==> config.mk <==
export PLATFORM = sky130hd
export DESIGN_NAME = tile_buf_reader_flat
export DESIGN_NICKNAME = d
export VERILOG_FILES = /design/src/rtl/tile_buf_reader_pkg.sv /design/src/rtl/tile_buf_reader_if.sv /design/src/rtl/tile_rd_fifo2.sv /design/src/rtl/tile_buf_reader.sv /design/src/flat_wrapper.sv
export SDC_FILE = /design/constraint.sdc
export NUM_CORES = 1
export LEC_CHECK = 0
export CAP_MARGIN = 10
export CELL_PAD_IN_SITES_DETAIL_PLACEMENT = 0
export CELL_PAD_IN_SITES_GLOBAL_PLACEMENT = 1
export CORE_MARGIN = 1.5
export CORE_UTILIZATION = 42
export CTS_BUF_LIST = sky130_fd_sc_hd__clkbuf_8
export CTS_CLUSTER_DIAMETER = 60
export DETAILED_ROUTE_END_ITERATION = 6
export PLACE_DENSITY = 0.91
export SLEW_MARGIN = 20
export SYNTH_ARGS = -nofsm -noshare
export SYNTH_HDL_FRONTEND = slang
export SYNTH_HIERARCHICAL = 1
export SYNTH_SLANG_ARGS = --single-unit
export TNS_END_PERCENT = 5
==> constraint.sdc <==
create_clock -name clk_dwt -period 5.3 [get_ports clk_dwt]
set_input_delay 1.06 -clock clk_dwt [delete_from_list [all_inputs] [get_ports clk_dwt]]
set_output_delay 1.06 -clock clk_dwt [all_outputs]
set_load 0.1 [all_outputs]
### The clock network, run 1

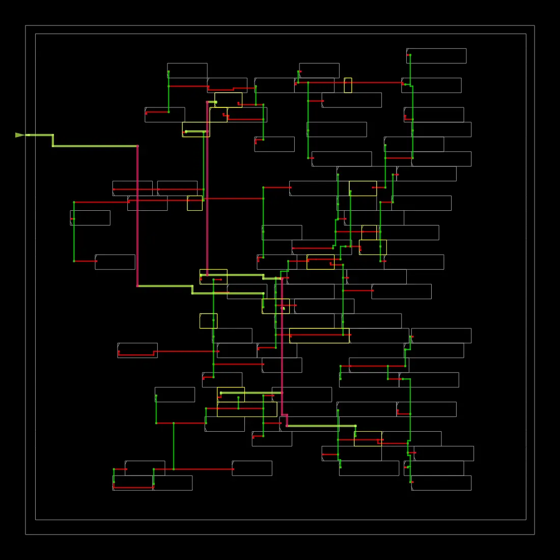
Clk power: 0.468 mW
final clock skew: 0.008960 ns
number of clock sinks: 70
number of sequential storage elements: 70

### Cell area per tile, run 1

(4 px per micron) The die is cut into 9 by 9 equal tiles; white is low, dark blue is high, 0 to 100% covered.
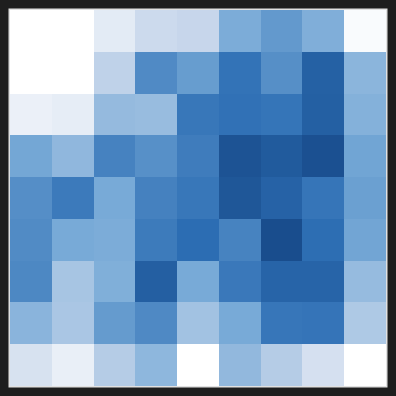
nearly empty tiles: 7.4%
fullest tile: 88%
mean over tiles: 50%
emptiest ninth of the die: north-west
tiles over 75% full: 16%
core occupancy in the finished layout: 0.5622
Core Box Area: 0.008134 sq mm
pre-placement core utilization: 0.4278

### Register map, names as in the netlist, run 1

(4 px per micron) Other sequential cells in the stronger gray, the rest of the logic in the fainter gray.
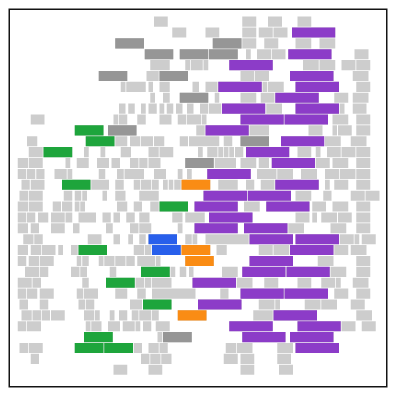
[purple] u_core/u_fifo/r_mem | flops: 40
[orange] u_core/r_inflight_tag | flops: 4
[blue] u_core/r_comp | flops: 2
[green] u_core/r_word_idx | flops: 12
total area of sequential cells: 0.001802 sq mm
power dissipated in sequential cells: 0.605 mW
Seq/total area: 0.3940

==> flow_summary.yaml, run 1 <==
# physical design summary
worst_hold_path:
  worstHoldPathType: "register to register"
  worst_hold_depth: 0
synthesis:
  mappedNetlistArea_sq_mm: 0.003480
  syn_inst: 316
  synth.yosys.warnings: 6
  netlist_top_cells_count: "edfxtp_1, mux2_2, dfxtp_1, nor2_1, and3_1"
  synth_flops: 70
  yosys-stat-area_sq_mm: 0.003480
  edf_count: 40
  topCellsByArea: "edfxtp_1, dfxtp_1, mux2_2"
  post-synth-top-count-cell: "edfxtp_1"
  part_of_the_yosys_area_used_for_sequential_elements: 0.5178
  syn-num-nets: 358
  yosys.area.top_type_share: 0.3452
  synth.avg_cell_area_sq_um: 11.01
  top_cell_type_by_total_area_after_synthesis: "edfxtp_1"
  yosys.cell_types.count: 50
  synth_stat.cells: 316
  async_flop_share: 0
  synth-main-ff-cell: "edfxtp_1"
die:
  fp-row-count: 33
  dieWidth_microns: 94.02
  design.portCount: 93
  die_h_microns: 94.02
  chipArea_sq_mm: 0.008840
timing:
  finalCriticalPeriod_ns: 4.419
  timing.max_slew.rel_slack: 0.3208
  tightest_slew_ns: 1.018
  final_critical_path_setup_slack_ns: 0.8814
  report.final.slew_viol_count: 0
  finalSetupViolations: 0
  finalHoldViolations: 0
  setup_repair_after_global_routing_missed_its_margin: "no"
  finalClockPeriodUsage: 0.8337
  tns_ns: 0
  max_freq_ghz: 0.2263
global_routing:
  grt_util_all_layers: 0.1727
  grt_pass1_wl_microns: 11710
  grt_max_degree: 23
  grt_pass1_vias: 2519
  overflow: 0
  number_of_antenna_violations_at_the_first_check_in_global_routing: 0
placed_design:
  dp_hpwl_microns: 5295
  place.detailed.instances: 486
  place_ws_ns: 1.242
  buffer_ports.inserted: 90
  routabilityCongestion: 0.8318
setup_path:
  crit_arrival_ns: 3.36
  critical-path-max-stage-delay_ns: 1.13
  crit_slowest_cell: "clkdlybuf4s50_1"
  setup.worst_path.class: "register to output port"
  worst-path-buf-inv: 1
  critical_path.endpoint_type: "output port"
  crit_required_ns: 4.24
  reg2regPathDepth: 5
  critical_path_depth: 5
  critPathTopFamily: "buffers and inverters"
  setup.reg_to_reg.worst_slack_ns: 2.73
  crit_chain: "a21bo_2 -> nand3_1 -> nor2_1 -> and2_1 -> clkdlybuf4s50_1"
  worst-path-max-fanout: 12
  critical_path.startpoint_type: "register"
clock_tree:
  cts_max_path_buffers: 2
  cts_resized: 0
  cts_max_level: 3
  clock_transition_at_the_register_clock_pins_on_the_worst_setup_and_hold_paths_after_cts_ns: 0.08
  clock_network_latency_to_the_later_pin_of_the_worst_skew_pair_ns: 0.34
  tritoncts_clock_tree: "yes"
  cts.repair_timing.setup_buffer_count: 0
  cts-hold-fix-buffers: 0
  inserted_clock_buffers: 9
  root_buffer: "clkbuf_8"
outcome:
  outcome: "completed"
routing:
  drt-vias-per-instance: 5.193
  drt_drc_violations_left: 0
  vias: 2607
  detailedRoute.firstIterationViolations: 117
  drtPass1Iterations: 4
  number_of_nets_still_failing_antenna_checks_after_routing: 0
  wl_per_cell_microns: 14.96
  totalWireLength_microns: 7512
flow_run:
  timing.max_cap.violations: 0
  number_of_warnings_in_the_stage_logs: 29
power_and_ir_drop:
  power_total_mw: 1.273
  static-leakage-power_nw: 1.607
  cellPowerDensity_mw_per_mm2: 278.5
  vdd_drop_max_mv: 0.1072
finish:
  flow.area_growth_from_synthesis_pct: 31.43
  final_net_count: 434
  drive_above_1_share: 0.1990
  fin_cells: 502
  largest_register_ffs: 40
  antenna-diode-count: 0
-- run 1: worst register-to-register path: cells and delay by family, from the launching register on --
family                 cells  cell delay, ns
AOI/OAI and AO/OA          1            0.11
buffers and inverters      1            0.21
and+or+nand+nor            3            1.29
DFF                        1            0.58
-- run 1: per-layer routing --
layer | GRT usage | part of all wire
met5 | 0 | 0
met4 | 0.06095 | 0.012
met2 | 0.2947 | 0.48
met1 | 0.2114 | 0.44
met3 | 0.04288 | 0.063
-- run 1: metrics by stage --
stage                     area (sq um)  hold WS [ns]
final                             4573        0.4600
after global routing              4573        0.4925
after CTS                         4573        0.4645
after detailed placement          4353        0.4470
after global placement            4353        0.4322
after floorplan                   3480        0.4254
-- run 1: layout make-up --
type / instances / area (sq um)
Clock buffer: 9 / 123.9
Clock inverter: 7 / 96.34
Fill cell: 713 / 3561
Inverter: 9 / 36.28
Multi-Input combinational cell: 209 / 1498
Sequential cell: 70 / 1802
Tap cell: 105 / 131.4
Timing Repair Buffer: 93 / 885.9
-- run 1: logic make-up (layout without fill, tap and decap cells) --
group	after synthesis	after routing	share of synthesized area
AOI/OAI and AO/OA	32	32	0.06185
xor gates and xnor gates	7	7	0.01762
adders and majority gates	3	3	0.01079
buffers and inverters	37	118	0.05322
DFF	70	70	0.5178
muxes	47	47	0.1496
and+or+nand+nor	120	120	0.1891
-- run 1: power breakdown --
| group | internal, mW | switching (mW) | leakage, nW | total (mW) |
|---|---|---|---|---|
| Combinational | 0.0716 | 0.129 | 0.894 | 0.200 |
| Sequential | 0.591 | 0.0144 | 0.610 | 0.605 |
| Clock | 0.266 | 0.201 | 0.104 | 0.468 |
| Total | 0.929 | 0.344 | 1.61 | 1.27 |
-- run 1: cells in the final DEF (no fill, tap or decap), types with 6 or more instances in the layout --
| cell | n |
|---|---|
| a21oi_1 | 14 |
| and2_1 | 11 |
| and3_1 | 15 |
| buf_4 | 18 |
| clkbuf_8 | 9 |
| clkdlybuf4s50_1 | 75 |
| dfxtp_1 | 30 |
| edfxtp_1 | 40 |
| inv_1 | 8 |
| mux2_2 | 36 |
| mux2i_1 | 10 |
| nand2_1 | 13 |
| nand3_1 | 7 |
| nor2_1 | 28 |
| nor2b_1 | 6 |
| nor3_1 | 7 |
## Run 2: what changed since run 1
Settings changed: CORE_UTILIZATION 42 to 39, PLACE_DENSITY 0.91 to 0.86.
Clock period 5.3 ns to 4.6 ns, I/O delays scaled along.
### Power grid, run 2

(4 px per micron) Pins as bars on the die edge. Tap cells in gray.
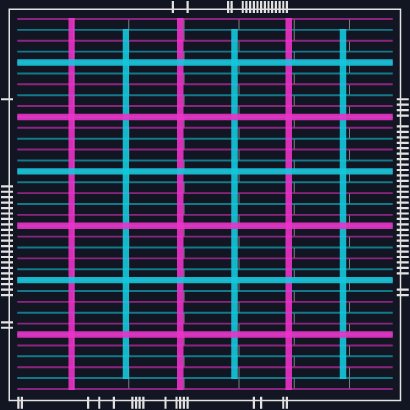
[cyan] VDD
[magenta] VSS
met1 rails: 35
met4 straps: 6
signal pins: 93
die width: 97.46 microns
height of the chip: 97.46 microns
VDD IR-drop max: 0.1452 mV
Core Box Area: 0.008678 sq mm

### The clock network, run 2

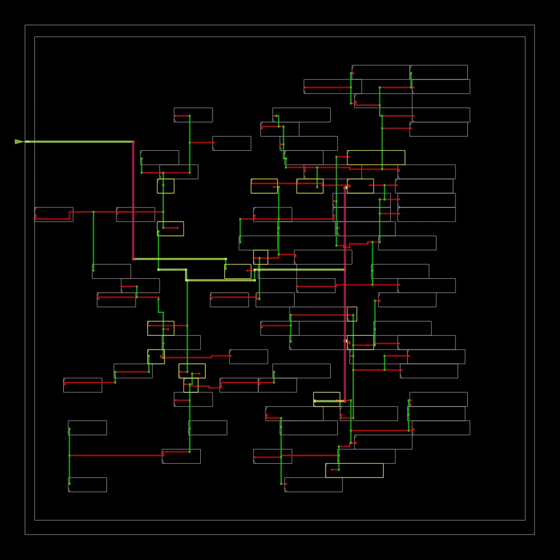
clock network latency to the later pin of the worst-skew pair: 0.34 ns
Inserted Clock Buffers: 9
final clock skew: 0.005656 ns
number of clock-tree buffers in the layout: 9
Clk power: 0.546 mW

==> run 2 against run 1 <==
Wire length rose by 1.4%; cell count grew 1.2%; die size grew 7.4%; cell area shrank 0.85%; critical endpoint is now addrb_o1[4].
==> flow_summary.yaml, run 2 <==
# physical design summary
setup_path:
  critical_path.startpoint_type: "register"
  worst-path-max-fanout: 12
  crit_slowest_cell: "nor2_1"
  crit_arrival_ns: 2.60
  crit_required_ns: 3.68
  crit_chain: "a21bo_2 -> nand3_1 -> nor2_1 -> and2_1 -> buf_4"
  critical_path.endpoint_type: "output port"
  setup.worst_path.class: "register to output port"
  reg2regPathDepth: 5
  setup.reg_to_reg.worst_slack_ns: 2.02
  critical-path-max-stage-delay_ns: 0.61
finish:
  final_net_count: 437
  final_core_util: 0.5225
  flow.area_growth_from_synthesis_pct: 30.31
  most-common-layout-cells: "buf_4, clkdlybuf4s50_1, edfxtp_1, mux2_2, dfxtp_1"
  final_common_cell: "buf_4"
  fin_cells: 508
  largest_register_ffs: 40
  drive_above_1_share: 0.2950
die:
  fp-row-count: 34
  design.portCount: 93
  chipArea_sq_mm: 0.009497
  floorplan.initialDensity: 0.4010
synthesis:
  part_of_the_yosys_area_used_for_sequential_elements: 0.5178
  top_cell_type_by_total_area_after_synthesis: "edfxtp_1"
  syn_inst: 316
  syn-num-nets: 358
  synth.yosys.warnings: 6
  post-synth-top-count-cell: "edfxtp_1"
  synth.avg_cell_area_sq_um: 11.01
  edf_count: 40
  topCellsByArea: "edfxtp_1, dfxtp_1, mux2_2"
  yosys-stat-area_sq_mm: 0.003480
  yosys.cell_types.count: 50
  synth_flops: 70
  synth_stat.cells: 316
  yosys.area.top_type_share: 0.3452
  mappedNetlistArea_sq_mm: 0.003480
  synth-main-ff-cell: "edfxtp_1"
  async_flop_share: 0
routing:
  drt-vias-per-instance: 5.211
  detailedRoute.firstIterationViolations: 103
  totalWireLength_microns: 7615
  wl_per_cell_microns: 14.99
  vias: 2647
  drtPass1Iterations: 4
  number_of_nets_still_failing_antenna_checks_after_routing: 0
  drt_drc_violations_left: 0
clock_tree:
  cts-hold-fix-buffers: 0
  numClockSinks: 70
  cts_resized: 0
  cts_max_level: 3
  cts.repair_timing.setup_buffer_count: 0
  cts_max_path_buffers: 2
  tritoncts_clock_tree: "yes"
  clock_transition_at_the_register_clock_pins_on_the_worst_setup_and_hold_paths_after_cts_ns: 0.07
  root_buffer: "clkbuf_8"
power_and_ir_drop:
  intPower_mw: 1.068
  power.share.switching: 0.2755
  comb_power_share: 0.159
  power_frac_clock: 0.370
  static-leakage-power_nw: 1.696
  cellPowerDensity_mw_per_mm2: 325.1
  p_switching_mw: 0.4061
timing:
  finalCriticalPeriod_ns: 3.521
  timing.max_slew.rel_slack: 0.3103
  finalSetupViolations: 0
  report.final.slew_viol_count: 0
  max_freq_ghz: 0.2840
  finalClockPeriodUsage: 0.7654
  tightest_slew_ns: 1.034
  setup_repair_after_global_routing_missed_its_margin: "no"
  finalHoldViolations: 0
outcome:
  outcome: "completed"
global_routing:
  grt_pass1_vias: 2495
  grt_max_degree: 23
  grt_pass1_wl_microns: 12280
  overflow: 0
  grt_util_all_layers: 0.1591
placed_design:
  buffer_ports.inserted: 90
  routabilityCongestion: 0.7738
  place.detailed.instances: 491
  dp_hpwl_microns: 5161
worst_hold_path:
  worstHoldPathType: "register to register"
  worst_hold_depth: 0
flow_run:
  number_of_warnings_in_the_stage_logs: 29
  timing.max_cap.violations: 0
-- run 2: netlist changes by cell type in the layout (fill, tap and decap cells not counted), sizes merged --
cell | previous run | this run
clkinv | 1 | 2
clkdlybuf4s50 | 75 | 41
buf | 18 | 55
inv | 11 | 10
-- run 2: final cells by class --
class / instances / area (sq um)
inverters: 9 / 36.28
clock inverters: 7 / 97.59
multi-input cells: 209 / 1509
repair buffers: 96 / 830.8
flip-flops and latches: 70 / 1802
fillers: 785 / 4144
well taps: 108 / 135.1
clock buffers: 9 / 123.9
-- run 2: per-stage QoR --
step           setup slack (ns)  instance area, sq um  hold WS, ns  total power [mW]
6_report                  1.079                  4534       0.4659             1.474
5_1_grt                  0.8711                  4534       0.4798             1.521
3_3_place_gp              1.381                  4292       0.4313            0.9384
2_1_floorplan            0.5994                  3480       0.4254            0.8727
4_1_cts                  0.9681                  4513       0.4701             1.486
3_5_place_dp              1.357                  4292       0.4521            0.9431
-- run 2: cell families after synthesis --
family | Yosys count | synth area share
DFF | 70 | 0.5178
xor gates and xnor gates | 7 | 0.01762
buffers and inverters | 37 | 0.05322
adders and majority gates | 3 | 0.01079
muxes | 47 | 0.1496
AOI/OAI and AO/OA | 32 | 0.06185
and+or+nand+nor | 120 | 0.1891
-- run 2: critical path: cells and delay by family (launching register included) --
family	cells	cell delay (ns)
compound gates	1	0.21
buf+inv	1	0.29
simple gates	3	1.18
flops	1	0.58
-- run 2: layer usage --
metal	wire, microns	GRT usage
met4	63	0.04286
met1	3537	0.2114
met2	3587	0.2580
met5	0	0
met3	427	0.04173
-- run 2: power groups by stage --
| stage | combinational (mW) | sequential [mW] | clock, mW |
|---|---|---|---|
| 2_1_floorplan | 0.165 | 0.707 | 0 |
| 3_3_place_gp | 0.231 | 0.708 | 0 |
| 5_1_grt | 0.248 | 0.697 | 0.577 |
| 6_report | 0.234 | 0.694 | 0.546 |
| 4_1_cts | 0.235 | 0.694 | 0.557 |
| 3_5_place_dp | 0.234 | 0.709 | 0 |
Power figures rest on the tool's default switching activity, not on a simulated workload.
